Figure 1. Routing congestion.
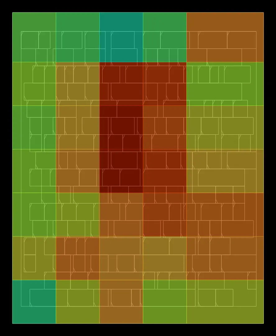
Figure 2. Selected gate families.
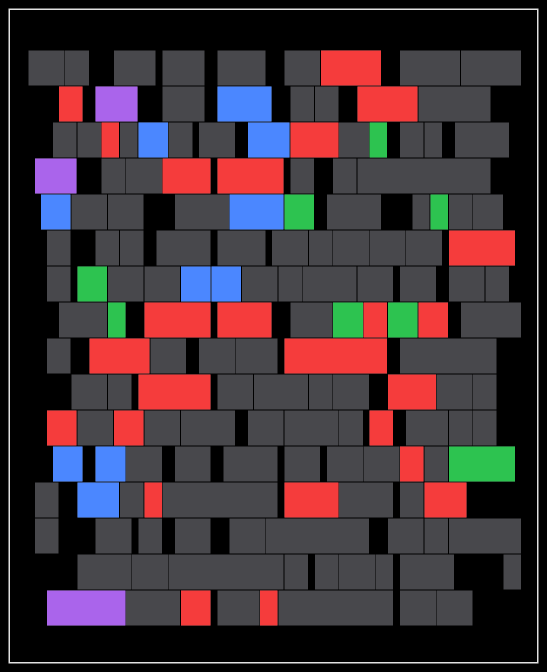
Figure 3. Clock wires, drivers and flops.
Scale bar: 10 µm.
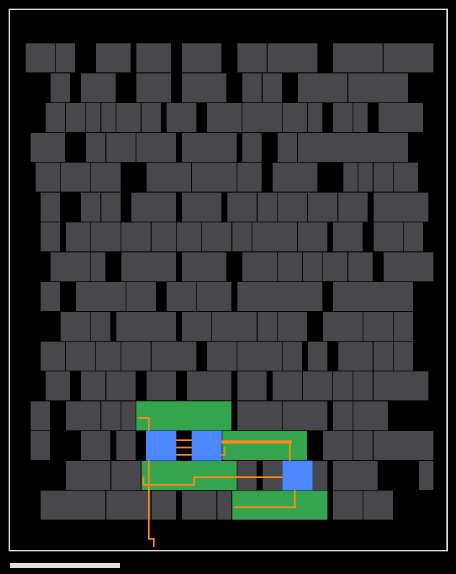
Figure 4. Wiring heat map.
Scale bar: 10 µm. 8 x 10 tiles, from dark blue (low) to red (high), scaled to the fullest tile. Values are wire area over tile area, all layers added.
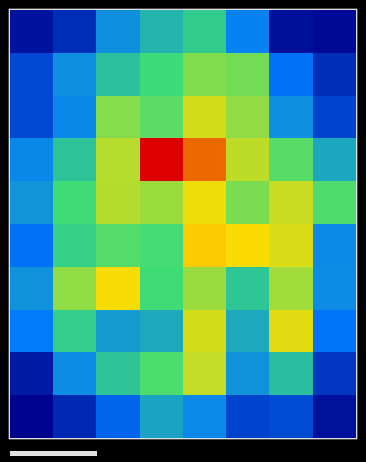
Figure 5. Placed cells, one color a class.
Scale bar: 10 µm.
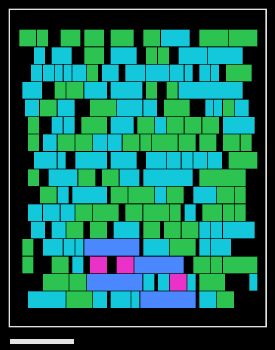
**src/rtl/multicycle_control_unit.sv**
```systemverilog
// Moore multi-cycle controller for the 8-bit accumulator CPU datapath.
// Ports: clk, rst (sync, active-low); status in: irOp, di, czn;
//   out: datapath strobes, mux selects, aluOpControl, instrDone, state.
module multicycle_control_unit (
   input  logic       clk,
   input  logic       rst,
   input  logic [3:0] irOp,
   input  logic [4:0] di,
   input  logic [2:0] czn,
   output logic       pcInc,
   output logic       pcLoadEn,
   output logic       diLoadEn,
   output logic       accumulatorWriteEn,
   output logic       memoryReadEn,
   output logic       memoryWriteEn,
   output logic       irWriteEn,
   output logic       trWriteEn,
   output logic       bRegWriteEn,
   output logic       aRegWriteEn,
   output logic       aluResWriteEn,
   output logic       ldCZN,
   output logic       PcOrTR,
   output logic       regOrMem,
   output logic       RegBOr0,
   output logic       RegAOr0,
   output logic [1:0] accAddressSel,
   output logic [1:0] aluOpControl,
   output logic       instrDone,
   output logic [3:0] state
);

   typedef enum logic [3:0] {
      FETCH  = 4'd0,
      DECODE = 4'd1,
      LDA1   = 4'd2,
      LDA2   = 4'd3,
      LDA3   = 4'd4,
      STA1   = 4'd5,
      STA2   = 4'd6,
      STA3   = 4'd7,
      BR     = 4'd8,
      RDB    = 4'd9,
      ALU    = 4'd10,
      WB     = 4'd11
   } state_t;

   state_t stateQ;
   state_t nextState;

   // di only steers the datapath accumulator mux, never the sequencing
   logic unusedDi;
   assign unusedDi = ^di;

   always_ff @(posedge clk) begin
      if (!rst) stateQ <= FETCH;
      else      stateQ <= nextState;
   end

   always_comb begin
      pcInc              = 1'b0;
      pcLoadEn           = 1'b0;
      diLoadEn           = 1'b0;
      accumulatorWriteEn = 1'b0;
      memoryReadEn       = 1'b0;
      memoryWriteEn      = 1'b0;
      irWriteEn          = 1'b0;
      trWriteEn          = 1'b0;
      bRegWriteEn        = 1'b0;
      aRegWriteEn        = 1'b0;
      aluResWriteEn      = 1'b0;
      ldCZN              = 1'b0;
      PcOrTR             = 1'b0;
      regOrMem           = 1'b0;
      RegBOr0            = 1'b0;
      RegAOr0            = 1'b0;
      accAddressSel      = 2'b00;
      aluOpControl       = 2'b00;
      instrDone          = 1'b0;
      state              = 4'd0;
      nextState          = FETCH;
      // reset masks every output, including the debug state
      if (rst) begin
         state = stateQ;
         unique case (stateQ)
            FETCH: begin
               memoryReadEn = 1'b1;
               PcOrTR       = 1'b1;
               irWriteEn    = 1'b1;
               pcInc        = 1'b1;
               nextState    = DECODE;
            end
            DECODE: begin
               unique case (1'b1)
                  !irOp[3]: begin
                     // second byte goes to both TR (address) and DI
                     memoryReadEn = 1'b1;
                     PcOrTR       = 1'b1;
                     trWriteEn    = 1'b1;
                     diLoadEn     = 1'b1;
                     pcInc        = 1'b1;
                     unique case (irOp[2:0])
                        3'b000:  nextState = LDA1;
                        3'b001:  nextState = STA1;
                        3'b010,
                        3'b011,
                        3'b100,
                        3'b101:  nextState = BR;
                        default: instrDone = 1'b1;
                     endcase
                  end
                  (irOp[3:2] == 2'b10): begin
                     accAddressSel = 2'b01;
                     aRegWriteEn   = 1'b1;
                     nextState     = RDB;
                  end
                  (irOp[3:2] == 2'b11): instrDone = 1'b1;
                  default: ;
               endcase
            end
            RDB: begin
               accAddressSel = 2'b10;
               regOrMem      = 1'b1;
               bRegWriteEn   = 1'b1;
               nextState     = ALU;
            end
            ALU: begin
               aluOpControl  = irOp[1:0];
               aluResWriteEn = 1'b1;
               ldCZN         = 1'b1;
               nextState     = WB;
            end
            WB: begin
               accAddressSel      = 2'b10;
               accumulatorWriteEn = 1'b1;
               instrDone          = 1'b1;
            end
            // LDA/STA pass the operand through the ALU as 0 + B
            LDA1: begin
               memoryReadEn = 1'b1;
               bRegWriteEn  = 1'b1;
               nextState    = LDA2;
            end
            LDA2: begin
               RegAOr0       = 1'b1;
               aluResWriteEn = 1'b1;
               nextState     = LDA3;
            end
            LDA3: begin
               accumulatorWriteEn = 1'b1;
               instrDone          = 1'b1;
            end
            STA1: begin
               regOrMem    = 1'b1;
               bRegWriteEn = 1'b1;
               nextState   = STA2;
            end
            STA2: begin
               RegAOr0       = 1'b1;
               aluResWriteEn = 1'b1;
               nextState     = STA3;
            end
            STA3: begin
               memoryWriteEn = 1'b1;
               instrDone     = 1'b1;
            end
            BR: begin
               instrDone = 1'b1;
               unique case (irOp[2:0])
                  3'b010:  pcLoadEn = 1'b1;
                  3'b011:  pcLoadEn = czn[1];
                  3'b100:  pcLoadEn = czn[0];
                  3'b101:  pcLoadEn = czn[2];
                  default: pcLoadEn = 1'b0;
               endcase
            end
            default: ;
         endcase
      end
   end

endmodule

```
**config.mk**
```make
export PLATFORM = sky130hd
export DESIGN_NAME = multicycle_control_unit
export DESIGN_NICKNAME = d
export VERILOG_FILES = /design/src/rtl/multicycle_control_unit.sv
export SDC_FILE = /design/constraint.sdc
export NUM_CORES = 1
export LEC_CHECK = 0
export CAP_MARGIN = 20
export CORE_ASPECT_RATIO = 1.25
export CORE_UTILIZATION = 36
export DETAILED_ROUTE_END_ITERATION = 12
export PLACE_DENSITY = 0.78
export SLEW_MARGIN = 20
export SYNTH_ARGS = -nofsm -noshare
export SYNTH_HDL_FRONTEND = slang
export SYNTH_SLANG_ARGS = --single-unit
export TNS_END_PERCENT = 100
```
**constraint.sdc**
```tcl
create_clock -name clk -period 1.6 [get_ports clk]
set_input_delay 0.32 -clock clk [delete_from_list [all_inputs] [get_ports clk]]
set_output_delay 0.32 -clock clk [all_outputs]
set_load 0.01 [all_outputs]
```
==> flow_metrics.py <==
# Physical implementation metrics
metrics = {
    "synth": {
        "synthTopLogicFamily": "simple AND/OR/NAND/NOR gates",
        "yosys_warnings": 0,
        "synth_cells": 95,
        "topCellsByArea": "dfxtp_1, and2_1, nor3_1, o21ai_0, buf_4",
        "ys_seq_elements": 4,
        "ys_async_sr_fraction_pct": 0,
        "synthesis.nets": 109,
        "adder_share_pct": 1.56,
        "synthesis.area_um2": 643,
        "netlist_top_cells_count": "nor2_1, nor3_1, o21ai_0",
        "edf_count": 0,
        "ys_cells": 95,
        "mux_area_share_pct": 3.50,
        "simple_gate_area_share_pct": 38.9,
        "largest_area_cell": "dfxtp_1",
        "ys_seq_share_pct": 12.5,
        "top_area_share_pct": 12.5,
        "ys_sh_aoi_pct": 24.5,
        "syn_avg_cell_area_um2": 6.77,
        "synth-main-ff-cell": "dfxtp_1",
        "ys_area_um2": 643,
        "xor_area_share_pct": 4.09,
        "yosys.cell_types.count": 39,
    },
    "cells_and_area": {
        "synthToLayoutAreaGrowth_pct": 110,
        "num-fill-cells": 105,
        "largest_class": "combinational gates",
        "seq_cell_count": 4,
        "nNonClkBuffers": 73,
        "largest_reg_flops": 4,
        "final-seq-area_um2": 92.6,
        "nNonClkInverters": 5,
        "top_regs": "stateQ x4",
        "regMostFlops": "stateQ",
        "final_cell_mix": "buf_4, buf_2, buf_6, o21ai_1, a21oi_1",
        "logic_gate_count": 74,
        "area_share_clock_buf_inv_pct": 1.67,
        "drive_gt1_share_pct": 64.2,
        "diodes": 0,
        "comb_area_um2": 604,
        "clkbuf_count": 3,
        "buffer_area_share_pct": 43.4,
        "nNetsFinal": 175,
    },
    "power": {
        "power.share.sequential_pct": 18.3,
        "switching_share_pct": 38.8,
        "p_comb_uw": 444,
        "power_density_nw_per_um2": 515,
        "p_leak_uw": 0.000678,
        "seq-power_uw": 127,
        "totalPowerFinal_uw": 695,
        "ir_drop_mv": 0.529,
        "p_int_uw": 425,
        "p_comb_share_pct": 63.8,
        "p_sw_uw": 270,
        "power-top-group": "combinational logic",
    },
    "setup_path": {
        "path_cells": "nand2b_4, nor4_4, and2_4, buf_2",
        "crit_path_end": "diLoadEn",
        "r2r-start": "stateQ[2]",
        "startpoint_type": "flip-flop",
        "cp.depth": 4,
        "critPathMaxStageDelay_ns": 0.37,
        "r2r_slack_ns": 0.03,
        "critPathLaunch": "stateQ[1]",
        "r2r_cells": 5,
        "cp_top_family": "simple AND/OR/NAND/NOR gates",
        "path_class": "reg2out",
        "endpoint_kind": "primary output",
        "worst_path_max_delay_cell": "dfxtp_4",
        "arrival_ns": 1.40,
        "critical_path_buf_inv_count": 1,
        "crit_required_ns": 1.28,
        "r2r-end": "stateQ[0]",
        "cp_max_fo": 6,
    },
    "timing": {
        "finalHoldViolations": 0,
        "rsz0062_at_grt": "yes",
        "setup_viol": 11,
        "period_needed_ns": 1.72,
        "slew_violations": 0,
        "setup_tns_ns": -0.538,
        "timing.hold.ws_ns": 0.581,
        "layout_setup_ws_ns": -0.115,
        "fmax_mhz": 583,
        "fin_crit_sh_pct": 107,
    },
    "detailed_routing": {
        "wl_met1_mm": 1.23,
        "viasPerCell": 5.60,
        "drc": 0,
        "num_vias": 991,
        "initialDrtViolationCount": 29,
        "detail-route-antenna-nets": 0,
        "highest_layer": "met4",
        "drt_first_pass_iters": 4,
        "dr_wl_met2_mm": 1.71,
        "wl_met3_um": 162,
        "drt-total-wl_mm": 3.19,
    },
    "place": {
        "dp_hpwl_mm": 1.75,
        "post-place-ws_ns": -0.764,
        "gp_congestion": 0.856,
        "placed_cells": 164,
        "io_buffer_count": 32,
        "placed_cell_area_um2": 1150,
    },
    "die": {
        "fp-utilization_pct": 39.7,
        "die_w_um": 39.8,
        "die-area_um2": 1960,
        "chipHeight_um": 49.3,
        "pin_count": 39,
        "taps": 18,
    },
    "run": {
        "maxCapViolCount": 0,
        "warning_count": 33,
    },
    "global_route": {
        "first_global_vias": 979,
        "antenna_found_initial": 0,
        "grt_use_met3_pct": 5.94,
        "grt_max_degree": 10,
        "grt-ovfl-total": 0,
        "grt_use_met1_pct": 34.5,
        "grt_pass1_wl_mm": 4.31,
    },
    "hold_path": {
        "hold_depth": 5,
        "min_from": "irOp[0]",
        "worstHoldPathType": "in2reg",
        "worstHoldEndpoint": "stateQ[1]",
    },
    "clocking": {
        "cts.sinks": 4,
        "postCtsSetupRepairBufs": 4,
        "cts-root-buf": "clkbuf_4",
        "htreeDepth": 1,
        "clockBufferDepth": 2,
        "ctsResizeCount": 122,
        "cts_buffers": 3,
        "cts_hold_buf": 0,
        "clk_pin_slew_ns": 0.04,
        "cts_tree": "yes",
    },
    "outcome": {
        "status": "complete, but fails checks",
        "violations": "negative setup slack",
    },
}
-- Figure 1 (at the start) --
GR peak layer: met2
grt met2 use: 51.9%

-- Figure 2 (at the start) --
Key: purple = XOR/XNOR gates [cells 3]; red = NOR gates [cells 25, most used nor3_1]; blue = AND and OR gates [cells 10, most used and2_1]; green = NAND gates [cells 8]
combinational share of cell area: 44.8%
most frequent logic cell in the layout: buf_4
non-filler cells, final: 177

-- Figure 3 (at the start) --
Key: green = flip-flops [count 4]; orange = clock wires [length 63.1 µm]; blue = cells driving clock nets [count 3]
Position of the flops: bottom middle. There are 4 routed clock nets.
clk_lat worst skew: 0.23 ns
power in the clock group: 124 µW
Clock Power Share: 17.9%
clk_skew: 0.00638 ns

-- Figure 4 (at the start) --
The densest ninth of the die: middle. 40% of the tiles are over half the peak. 2.5% of the tiles are nearly empty.
Tot GR Track Use: 30.0%
wire per inst: 18.0 µm

-- Figure 5 (at the start) --
Key: magenta = cells driving clock nets [cells 3, share of their area 1.7%]; blue = flip-flops [cells 4, share of their area 7.0%]; cyan = all other logic [cells 79, share of their area 47%]; green = other buffers and delay cells [cells 73, share of their area 44%]
num rows: 16
core area: 1620 µm²
post-route cell area: 1350 µm²
Final Util: 83.2%
fraction of area in registers: 6.86%

Power figures rest on the tool's default switching activity, not on a simulated workload.
